Figure 1. Cells coloured by class (run 1).
Bar = 100 µm.
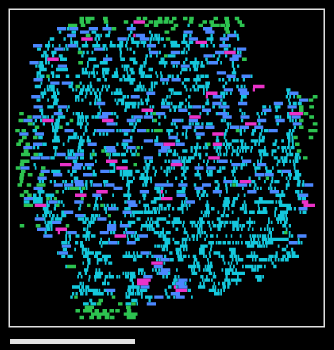
Figure 2. Selected gate families (run 1).
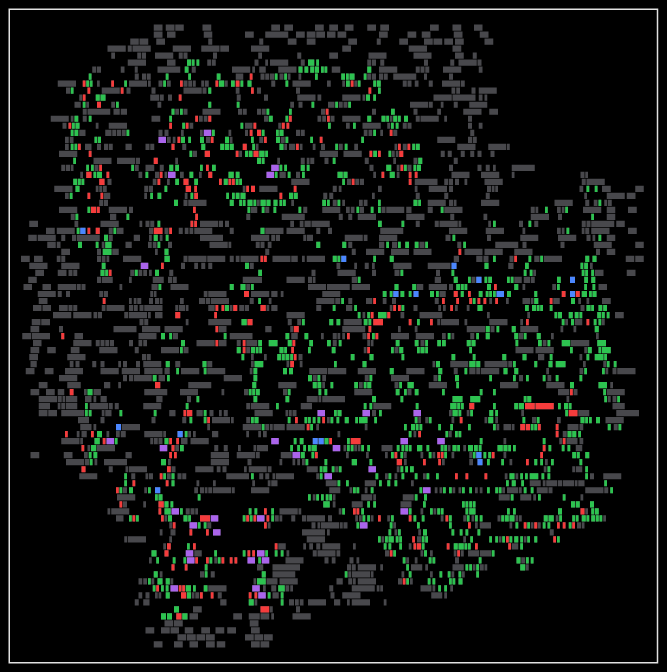
Figure 3. Wiring heat map (run 1).
Bar = 100 µm. The die is cut into 25 by 25 equal tiles; dark blue is low, red is high, scaled to the fullest tile. Values are wire area over tile area, all layers added.
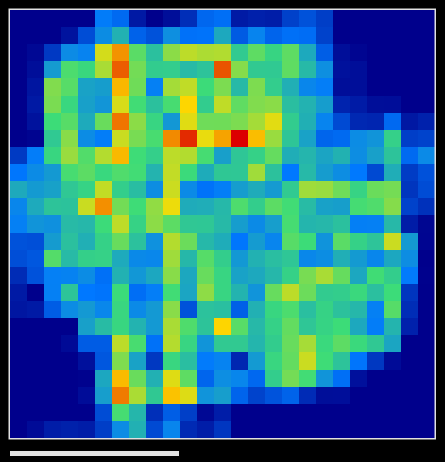
Figure 4. Clock distribution (run 1).
Bar = 100 µm.
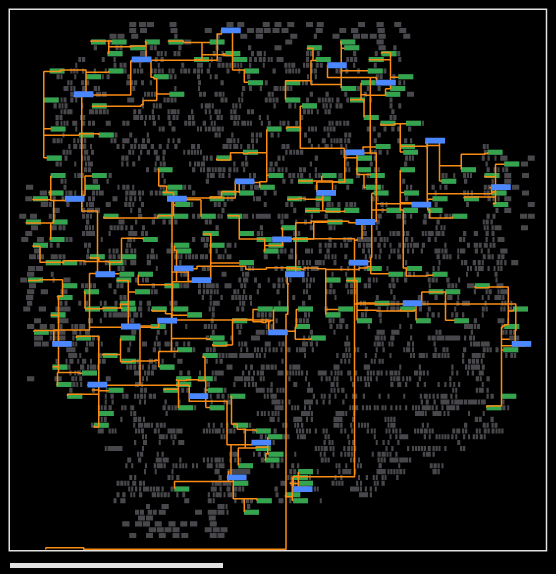
### src/rtl/alu_divider_seq.sv
// Multi-cycle radix-2 restoring divider for DIV/DIVU/REM/REMU.
// One quotient bit per clock; sign and divide-by-zero/overflow fix-up in a final cycle.
module alu_divider_seq #(
   parameter int unsigned N     = 32,
   parameter int unsigned CNT_W = 6
) (
   input  logic         clk_i,
   input  logic         rst_i,
   input  logic         start_i,
   input  logic         sel_signed_i,
   input  logic [N-1:0] dividend_i,
   input  logic [N-1:0] divisor_i,
   output logic         busy_o,
   output logic         done_o,
   output logic [N-1:0] quotient_o,
   output logic [N-1:0] remainder_o,
   output logic         div_zero_o
);

   typedef enum logic [1:0] {StIdle, StDiv, StFix, StDone} state_e;

   localparam logic [N-1:0] MinVal = {1'b1, {(N-1){1'b0}}};

   state_e           state_q, state_d;
   logic [CNT_W-1:0] cnt_q, cnt_d;
   logic [N-1:0]     rem_q, rem_d;
   logic [N-1:0]     quo_q, quo_d;
   logic [N-1:0]     dsr_q, dsr_d;
   logic [N-1:0]     dvd_q, dvd_d;
   logic             q_neg_q, q_neg_d;
   logic             r_neg_q, r_neg_d;
   logic             dz_q, dz_d;
   logic             ovf_q, ovf_d;
   logic [N-1:0]     quotient_q, quotient_d;
   logic [N-1:0]     remainder_q, remainder_d;
   logic             div_zero_q, div_zero_d;

   logic             a_neg, b_neg;
   logic [N:0]       rem_shift;
   logic [N+1:0]     trial;

   // sel_signed_i = 0 selects signed operation
   assign a_neg     = ~sel_signed_i & dividend_i[N-1];
   assign b_neg     = ~sel_signed_i & divisor_i[N-1];
   assign rem_shift = {rem_q, quo_q[N-1]};
   assign trial     = {1'b0, rem_shift} - {2'b00, dsr_q};

   always_comb begin
      state_d = state_q;
      case (state_q)
         StIdle:  if (start_i) state_d = StDiv;
         StDiv:   if (cnt_q == CNT_W'(1)) state_d = StFix;
         StFix:   state_d = StDone;
         StDone:  state_d = StIdle;
         default: state_d = StIdle;
      endcase
   end

   always_comb begin
      cnt_d       = cnt_q;
      rem_d       = rem_q;
      quo_d       = quo_q;
      dsr_d       = dsr_q;
      dvd_d       = dvd_q;
      q_neg_d     = q_neg_q;
      r_neg_d     = r_neg_q;
      dz_d        = dz_q;
      ovf_d       = ovf_q;
      quotient_d  = quotient_q;
      remainder_d = remainder_q;
      div_zero_d  = div_zero_q;
      case (state_q)
         StIdle: begin
            if (start_i) begin
               dvd_d   = dividend_i;
               quo_d   = a_neg ? -dividend_i : dividend_i;
               dsr_d   = b_neg ? -divisor_i : divisor_i;
               rem_d   = '0;
               cnt_d   = CNT_W'(N);
               q_neg_d = a_neg ^ b_neg;
               r_neg_d = a_neg;
               dz_d    = (divisor_i == '0);
               ovf_d   = ~sel_signed_i && (dividend_i == MinVal) && (&divisor_i);
            end
         end
         StDiv: begin
            // trial[N+1] is the borrow: set means the shifted remainder is below the divisor
            quo_d = {quo_q[N-2:0], ~trial[N+1]};
            rem_d = trial[N+1] ? rem_shift[N-1:0] : trial[N-1:0];
            cnt_d = cnt_q - CNT_W'(1);
         end
         StFix: begin
            div_zero_d = dz_q;
            if (dz_q) begin
               quotient_d  = '1;
               remainder_d = dvd_q;
            end else if (ovf_q) begin
               quotient_d  = dvd_q;
               remainder_d = '0;
            end else begin
               quotient_d  = q_neg_q ? -quo_q : quo_q;
               remainder_d = r_neg_q ? -rem_q : rem_q;
            end
         end
         default: ;
      endcase
   end

   always_ff @(posedge clk_i) begin
      if (rst_i) begin
         state_q     <= StIdle;
         cnt_q       <= '0;
         rem_q       <= '0;
         quo_q       <= '0;
         dsr_q       <= '0;
         dvd_q       <= '0;
         q_neg_q     <= 1'b0;
         r_neg_q     <= 1'b0;
         dz_q        <= 1'b0;
         ovf_q       <= 1'b0;
         quotient_q  <= '0;
         remainder_q <= '0;
         div_zero_q  <= 1'b0;
      end else begin
         state_q     <= state_d;
         cnt_q       <= cnt_d;
         rem_q       <= rem_d;
         quo_q       <= quo_d;
         dsr_q       <= dsr_d;
         dvd_q       <= dvd_d;
         q_neg_q     <= q_neg_d;
         r_neg_q     <= r_neg_d;
         dz_q        <= dz_d;
         ovf_q       <= ovf_d;
         quotient_q  <= quotient_d;
         remainder_q <= remainder_d;
         div_zero_q  <= div_zero_d;
      end
   end

   assign busy_o      = (state_q == StDiv) || (state_q == StFix);
   assign done_o      = (state_q == StDone);
   assign quotient_o  = quotient_q;
   assign remainder_o = remainder_q;
   assign div_zero_o  = div_zero_q;

endmodule

### config.mk
export PLATFORM = sky130hd
export DESIGN_NAME = alu_divider_seq
export DESIGN_NICKNAME = d
export VERILOG_FILES = /design/src/rtl/alu_divider_seq.sv
export SDC_FILE = /design/constraint.sdc
export NUM_CORES = 1
export LEC_CHECK = 0
export ABC_AREA = 1
export CORE_AREA = 4 4 247 249
export CTS_CLUSTER_SIZE = 8
export DETAILED_ROUTE_END_ITERATION = 6
export DIE_AREA = 0 0 251 253
export PLACE_DENSITY_LB_ADDON = 0.1
export SLEW_MARGIN = 20
export SYNTH_ARGS = -nofsm -noshare
export SYNTH_HDL_FRONTEND = slang
export SYNTH_SLANG_ARGS = --single-unit
### constraint.sdc
create_clock -name clk_i -period 3.2 [get_ports clk_i]
set_input_delay 0.64 -clock clk_i [delete_from_list [all_inputs] [get_ports clk_i]]
set_output_delay 0.64 -clock clk_i [all_outputs]
set_load 0.02 [all_outputs]
==> results_dict.tcl, run 1 <==
# place-and-route summary
set metrics [dict create \
    cts_setup_buffers 0 \
    rr_endpoint "rem_q[30]" \
    combinationalPower_uw 7760 \
    warnings 34 \
    placed_area_um2 16700 \
    status "finished, final reports clean" \
    portBuffers 134 \
    fa_ha_area_share_pct 3.83 \
    dr_wl_met2_mm 27.6 \
    crit_chain "inv_1, ha_1, inv_1, fa_1, nand3_1, nand3_1, nand2_1, nand2_1, nand2_1, nand2_1, nand2_1, nand2_1, nand2_1, nand3_1, nand2_1, a21oi_1" \
    overflow 0 \
    maxSlewHeadroom_pct 40.5 \
    yosysTopAreaCellShare_pct 28.2 \
    nClkBuffers 36 \
    edf_count 0 \
    chip_area_um2 63500 \
    placedCellCount 3249 \
    cts_max_path_buffers 3 \
    wire_per_inst_um 19.1 \
    mux_share_pct 0 \
    seq-power_uw 3730 \
    ios 135 \
    top_power_group "combinational cells" \
    crit_top_cell "nand2_1" \
    use_met3_pct 2.72 \
    synth-main-ff-cell "dfxtp_1" \
    drt_iter0_drc 1018 \
    ys_top_logic_family "simple AND/OR/NAND/NOR gates" \
    ys_ff 205 \
    min_period_ns 2.66 \
    max_stage_delay_ns 0.46 \
    globalplace.congestion 0.890 \
    compound_area_share_pct 19.7 \
    p_int_uw 7510 \
    worstPathMaxFanout 4 \
    p_seq_share_pct 25.6 \
    cp_num_cells 16 \
    critPathTopFamily "simple AND/OR/NAND/NOR gates" \
    root_buffer "clkbuf_16" \
    routed_wl_mm 62.8 \
    grt_max_degree 113 \
    fin_nets 2621 \
    met1_usage_pct 27.1 \
    layout-drive-gt1-share_pct 6.00 \
    cts_tree "built" \
    fmax_ghz 0.376 \
    layout_top_cells "nand2_1, inv_1, a21oi_1" \
    hold_end "cnt_q[3]" \
    cts_hold_buffers 0 \
    ys_cells 2412 \
    clock_area_share_pct 4.94 \
    cp-endpoint "rem_q[30]" \
    largest_class "combinational gates" \
    drv_cap 0 \
    slew_violations 0 \
    ys_types 49 \
    grt_first_pass_wirelength_mm 95.1 \
    crit_slowest_cell "fa_1" \
    initial_core_util_pct 24.8 \
    yosys.cell_count.top_type "nand2_1" \
    area_growth_pct 20.9 \
    comb_cells 1749 \
    cp-end-kind "register" \
    ys_async_sr_fraction_pct 0 \
    cp-startpoint "quo_q[31]" \
    clkTransAtPathRegs_ns 0.06 \
    dpl.hpwl_mm 48.7 \
    p_switching_uw 7090 \
    n_all_inverters 354 \
    grt_pass1_vias 15600 \
    synthCells 2412 \
    die_h_um 253 \
    tightest_slew_ns 0.892 \
    post_cts_resized 0 \
    synth_seq_share_pct 28.2 \
    cts_made_buffers 31 \
    finalSetupViolCount 0 \
    largest_area_cell "dfxtp_1" \
    flops 205 \
    post-place-ws_ns 0.367 \
    whs_ns 0.469 \
    yosys.area_share.xor_xnor_pct 2.05 \
    min_path_type "reg2reg" \
    fill_cells 6476 \
    top_usage_layer "met2" \
    critPathLaunchType "register" \
    ys_area_um2 14600 \
    rsz0062_at_grt "false" \
    avgSynthCellArea_um2 6.04 \
    drc 0 \
    p_total_uw 14600 \
    seqCellArea_um2 4110 \
    taps 773 \
    globalRouteMet2Util_pct 30.7 \
    worstSetupPathType "reg2reg" \
    viasPerCell 4.84 \
    reg2reg_depth 16 \
    logic_area_um2 8680 \
    antenna_found_initial 3 \
    r2r_start "quo_q[31]" \
    synth.top_cells.by_count "nand2_1, inv_1, a21oi_1, nand3_1, dfxtp_1" \
    hold_viol 0 \
    syn-cell-area_um2 14600 \
    power_density_nw_per_um2 829 \
    r2r_slack_ns 0.54 \
]
Back to the opening pictures, Figure 1:
| colour | class | cells | share of their area |
|---|---|---|---|
| blue | sequential cells | 205 | 25% |
| green | remaining buffers and delay cells | 168 | 9.9% |
| magenta | clock drivers and dummy loads | 41 | 5.2% |
| cyan | combinational and other logic | 2103 | 60% |
Seq/total area: 23.3%
post-layout util: 30.0%
# rows: 89
core area: 58700 µm²
final non-filler cell area: 17600 µm²

Back to the opening pictures, Figure 2:
| colour | family | cells |
|---|---|---|
| purple | xor and xnor cells | 34 |
| red | nor cells | 248 |
| blue | and/or cells | 16 |
| green | nand cells | 866 |
Layout Cells excl Fill: 3292
most instantiated logic cell after routing: nand2_1
logic share of the area: 49.3%

Back to the opening pictures, Figure 3:
mean over tiles: 0.16
emptiest ninth of the die: north-east
fullest tile: 0.49
tiles over half the peak: 23%
Vias: 15900
GRT Util Overall: 19.2%

Back to the opening pictures, Figure 4:
[orange] clock wires | length: 3930 µm
[blue] clock drivers | count: 31
[green] flip-flops | count: 205
flops lie: widely spread
routed clock nets: 32
clock network power: 3100 µW
clk_skew: 0.0187 ns
Clock power frac: 21.3%
worst-skew pair later-pin latency: 0.60 ns

--- run 2 (diff from run 1) ---
clock period = 2.25 ns   (was 3.2 ns; I/O delays follow)
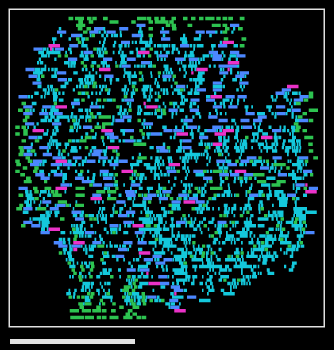
Figure 5: run 2, cells coloured by class.
Bar = 100 µm.
| colour | class | cells | share of their area |
|---|---|---|---|
| blue | sequential cells | 205 | 22% |
| cyan | combinational and other logic | 2104 | 56% |
| magenta | clock drivers and dummy loads | 40 | 4.4% |
| green | remaining buffers and delay cells | 380 | 18% |
final non-filler cell area: 20000 µm²
Seq/total area: 20.6%

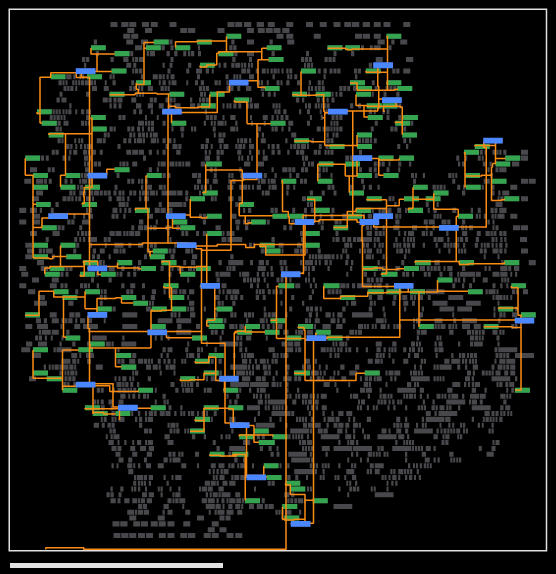
Figure 6: run 2, clock distribution.
Bar = 100 µm.
[green] flip-flops | count: 205
[blue] clock drivers | count: 31
[orange] clock wires | length: 4000 µm
routed clock nets: 32
flops lie: widely spread
clk_skew: 0.0204 ns
Clock power frac: 18.7%
clock network power: 4290 µW

==> results_dict.tcl, run 2 <==
# place-and-route summary
set metrics [dict create \
    finish.utilization_pct 34.1 \
    fin_nets 2834 \
    dr_total_vias 16800 \
    nClkBuffers 35 \
    tns_ns 0 \
    cp-endpoint "remainder_o[7]" \
    ys_async_sr_fraction_pct 0 \
    globalRouteMet2Util_pct 32.1 \
    overflow 0 \
    power_density_nw_per_um2 1150 \
    fmax_ghz 0.463 \
    finalSetupViolCount 0 \
    flops 205 \
    chip_area_um2 63500 \
    cp-startpoint "remainder_o[7]" \
    synthSimpleGateAreaFrac_pct 34.0 \
    globalplace.congestion 0.894 \
    clkTransAtPathRegs_ns 0.05 \
    drc 0 \
    routed_wl_mm 65.7 \
    crit_slowest_cell "clkdlybuf4s50_1" \
    edf_count 0 \
    clock_area_share_pct 4.18 \
    critPathLaunchType "register" \
    lay_top_count "nand2_1" \
    placedCellCount 3452 \
    p_switching_uw 10800 \
    layout-drive-gt1-share_pct 17.3 \
    worstSetupPathType "reg2out" \
    cts_made_buffers 31 \
    drv_cap 0 \
    initial_core_util_pct 24.8 \
    grt_first_pass_wirelength_mm 98.3 \
    critPathTopFamily "buffers and inverters" \
    use_met3_pct 2.43 \
    placed_area_um2 18400 \
    hold_end "cnt_q[1]" \
    layout.cells.non_filler 3504 \
    core_region_area_um2 58700 \
    comb_cells 1750 \
    post-place-ws_ns -0.723 \
    compound_area_share_pct 19.7 \
    cts_max_path_buffers 3 \
    cts_tree "built" \
    firstDrtPassIters 7 \
    tightest_slew_ns 0.629 \
    synth.top_cells.by_count "nand2_1, inv_1, a21oi_1, nand3_1, dfxtp_1" \
    wire_per_inst_um 18.7 \
    htreeDepth 1 \
    taps 773 \
    ys_ff 205 \
    drt_iter0_drc 1024 \
    worstPathMaxFanout 2 \
    top_usage_layer "met2" \
    ys_area_um2 14600 \
    top_power_group "combinational cells" \
    ys_types 49 \
    reg2reg_depth 15 \
    cp-end-kind "primary output" \
    cp_data_arrival_time_ns 1.71 \
    r2r_slack_ns 0.10 \
    crit_chain "clkdlybuf4s50_1" \
    yosysTopAreaCellShare_pct 28.2 \
    status "finished, final reports clean" \
    grt_max_degree 80 \
    min_period_ns 2.16 \
    logic_area_um2 9270 \
    synthCells 2412 \
    dr_wl_met2_mm 29.4 \
    synth-main-ff-cell "dfxtp_1" \
    r2r_start "rem_q[6]" \
    ys_top_logic_family "simple AND/OR/NAND/NOR gates" \
    p_total_uw 22900 \
    leakagePower_uw 0.00901 \
    ios 135 \
    seq-power_uw 5320 \
    combinationalPower_uw 13300 \
    synth_seq_share_pct 28.2 \
    min_path_type "in2reg" \
    row_count 89 \
    p_seq_share_pct 23.2 \
    comb_share_pct 46.4 \
    maxSlewHeadroom_pct 58.1 \
    antenna_found_initial 2 \
    whs_ns 0.220 \
    root_buffer "clkbuf_16" \
    rr_endpoint "rem_q[8]" \
    fa_ha_area_share_pct 3.83 \
    synth.area.top_cells "dfxtp_1, nand2_1, a21oi_1" \
    cp_num_cells 1 \
    ys_cells 2412 \
    largest_class "combinational gates" \
    grt_usage_pct 19.9 \
    area_growth_pct 37.2 \
    hold_viol 0 \
    slew_violations 0 \
    yosys.area_share.xor_xnor_pct 2.05 \
    syn-cell-area_um2 14600 \
    mux_share_pct 0 \
    layout_top_cells "nand2_1, inv_1, a21oi_1" \
    portBuffers 134 \
    clk_latency_ns 0.60 \
    viasPerCell 4.80 \
    n_all_inverters 354 \
    seqCellArea_um2 4120 \
    avgSynthCellArea_um2 6.04 \
    yosys.cell_count.top_type "nand2_1" \
    warnings 31 \
    cts_hold_buffers 0 \
    dpl.hpwl_mm 51.6 \
    fin_crit_sh_pct 96.0 \
    cts_setup_buffers 0 \
    post_cts_resized 17 \
    fill_cells 6375 \
    p_int_uw 12100 \
    die_h_um 253 \
    largest_area_cell "dfxtp_1" \
    grt_pass1_vias 16200 \
    max_stage_delay_ns 0.66 \
    met1_usage_pct 27.9 \
]
Power figures rest on the tool's default switching activity, not on a simulated workload.
